==> config.mk <==
export PLATFORM = sky130hd
export DESIGN_NAME = pc16
export DESIGN_NICKNAME = d
export VERILOG_FILES = /design/src/rtl/pc16_pkg.sv /design/src/rtl/register16.sv /design/src/rtl/pc16.sv
export SDC_FILE = /design/constraint.sdc
export NUM_CORES = 1
export LEC_CHECK = 0
export ABC_CLOCK_PERIOD_IN_PS = 4210
export CORE_MARGIN = 2
export CORE_UTILIZATION = 43
export DETAILED_ROUTE_END_ITERATION = 10
export PLACE_DENSITY = 0.79
export SLEW_MARGIN = 10
export SYNTH_ARGS = -nofsm -noshare
export SYNTH_HDL_FRONTEND = slang
export SYNTH_SLANG_ARGS = --single-unit
==> constraint.sdc <==
create_clock -name clk -period 4.21 [get_ports clk]
set_clock_uncertainty 0.2 [all_clocks]
set_input_delay 0.421 -clock clk [delete_from_list [all_inputs] [get_ports clk]]
set_output_delay 0.421 -clock clk [all_outputs]
set_load 0.02 [all_outputs]
==> src/rtl/pc16_pkg.sv <==
// Shared constants for the Hack-style CPU datapath.
package pc16_pkg;
   localparam int          WORD_W   = 16;
   localparam logic [15:0] PC_RESET = 16'h0000;
endpackage

==> src/rtl/register16.sv <==
// Plain word register: a bank of d flops on one shared clock, no reset.
// One cycle latency; it is always enabled, so hold is done upstream by recirculating q.
module register16
   import pc16_pkg::*;
#(
   parameter int WIDTH = WORD_W
) (
   input  logic             clk,
   input  logic [WIDTH-1:0] d,
   output logic [WIDTH-1:0] q
);

   always_ff @(posedge clk) begin
      q <= d;
   end

endmodule

==> src/rtl/pc16.sv <==
// Program counter: reset / load / increment / hold, in that priority order.
// One cycle latency, fully registered output; there is no stall input.
module pc16
   import pc16_pkg::*;
#(
   parameter int               WIDTH     = WORD_W,
   parameter logic [WIDTH-1:0] RESET_VAL = PC_RESET
) (
   input  logic             clk,
   input  logic             rst_n,
   input  logic [WIDTH-1:0] in,
   input  logic             load,
   input  logic             inc,
   output logic [WIDTH-1:0] out
);

   logic [WIDTH-1:0] inc_val;
   logic [WIDTH-1:0] hold_or_inc;
   logic [WIDTH-1:0] load_sel;
   logic [WIDTH-1:0] nxt;

   // Half-adder ripple with carry-in 1; the final carry is dropped, so the count wraps.
   always_comb begin
      logic c;
      c       = 1'b1;
      inc_val = '0;
      for (int i = 0; i < WIDTH; i++) begin
         inc_val[i] = out[i] ^ c;
         c          = out[i] & c;
      end
   end

   always_comb begin
      hold_or_inc = inc   ? inc_val  : out;
      load_sel    = load  ? in       : hold_or_inc;
      nxt         = rst_n ? load_sel : RESET_VAL;
   end

   register16 #(
      .WIDTH (WIDTH)
   ) u_reg (
      .clk (clk),
      .d   (nxt),
      .q   (out)
   );

endmodule

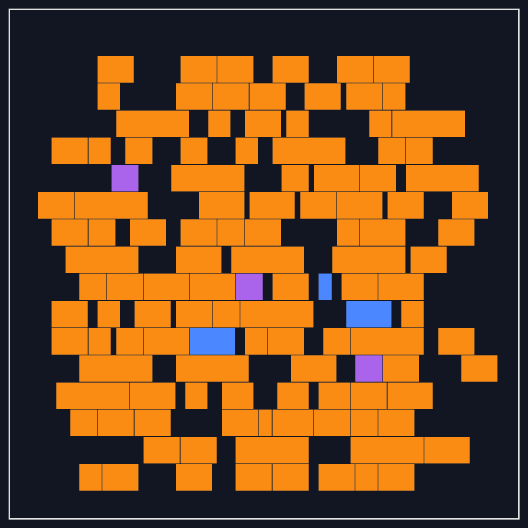
drive_strength.png
Drawn at 10 px/um.
Key: orange = drive 1 or less [cells 112]; purple = drive 3 to 4 [cells 3]; blue = drive 2 [cells 3]

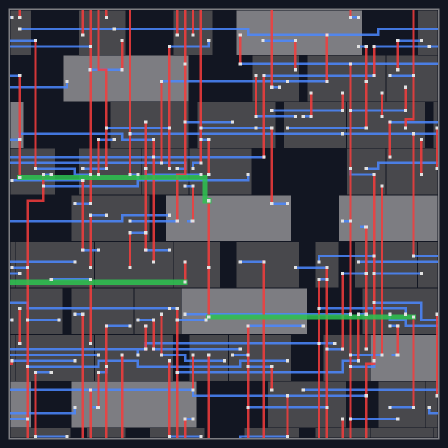
zoom.png
Window x 13 to 38, y 13 to 38 um. Cells in grey, sequential cells in the stronger grey; small squares are vias.
Key: green = met3; blue = met1; red = met2
Netlist names of flops here include u_reg.q (7). Sequential cells in the window: 7. 40 logic cells have their middle in the window. Most frequent: ha_1 (10), mux2i_1 (8), dfxtp_1 (7).

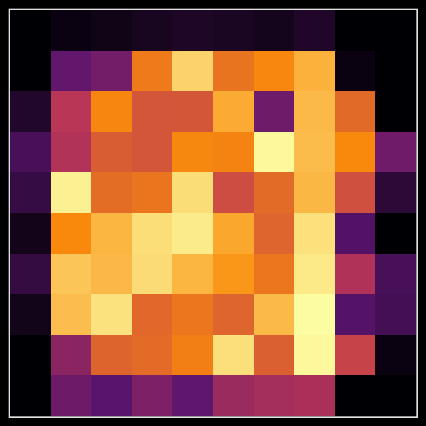
density.png
Drawn at 8 px/um. The die is cut into 10 by 10 equal tiles; black is low, pale yellow is high, 0 to 100% covered.
11% of the tiles are nearly empty. 26% of the tiles are over 75% full. The densest ninth of the die: middle. The mean over all tiles is 49%. The fullest tile reaches 100%. The emptiest ninth of the die: top left.

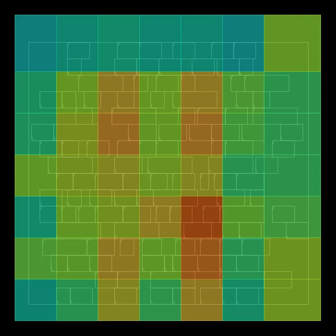
final_congestion.png
Finished Core Util: 64.5%
M2 GR Usage: 25.9%
Total GRT Usage: 16.1%
Global Route met3 Usage: 5.56%
met1 Use GR: 19.5%

==> qor.txt <==
Hold Violations, Final - 0
Status - complete, no violations
Final TNS setup - 0 ns
Slew HR - 37.5%
Die Ht - 50.8 um
P_leak - 0.575 nW
Register bit total from synthesis - 16
P_clk - 0.0816 mW
Htree depth - 1
Fin Hold WS - 0.374 ns
TritonCTS clock tree - done
Setup crit end - u_reg.q[15]$_SDFFE_PN0P_
# DRC - 0
Routed wl met3 - 88 um
Mux cell area share - 14.9%
Crit-path max FO - 3
Syn avg cell area - 11.1 sq um
Most frequent cells in the layout - 35 x clkdlybuf4s50_1, 16 x dfxtp_1, 15 x nor2b_1, 14 x mux2i_1, 14 x ha_1
Io pins - 36
TritonCTS buffer count - 3
Max FFs per register - 16
Mapped cell area - 942 sq um
Flip-flops with a built-in enable - 0
Power figures rest on the tool's default switching activity, not on a simulated workload.
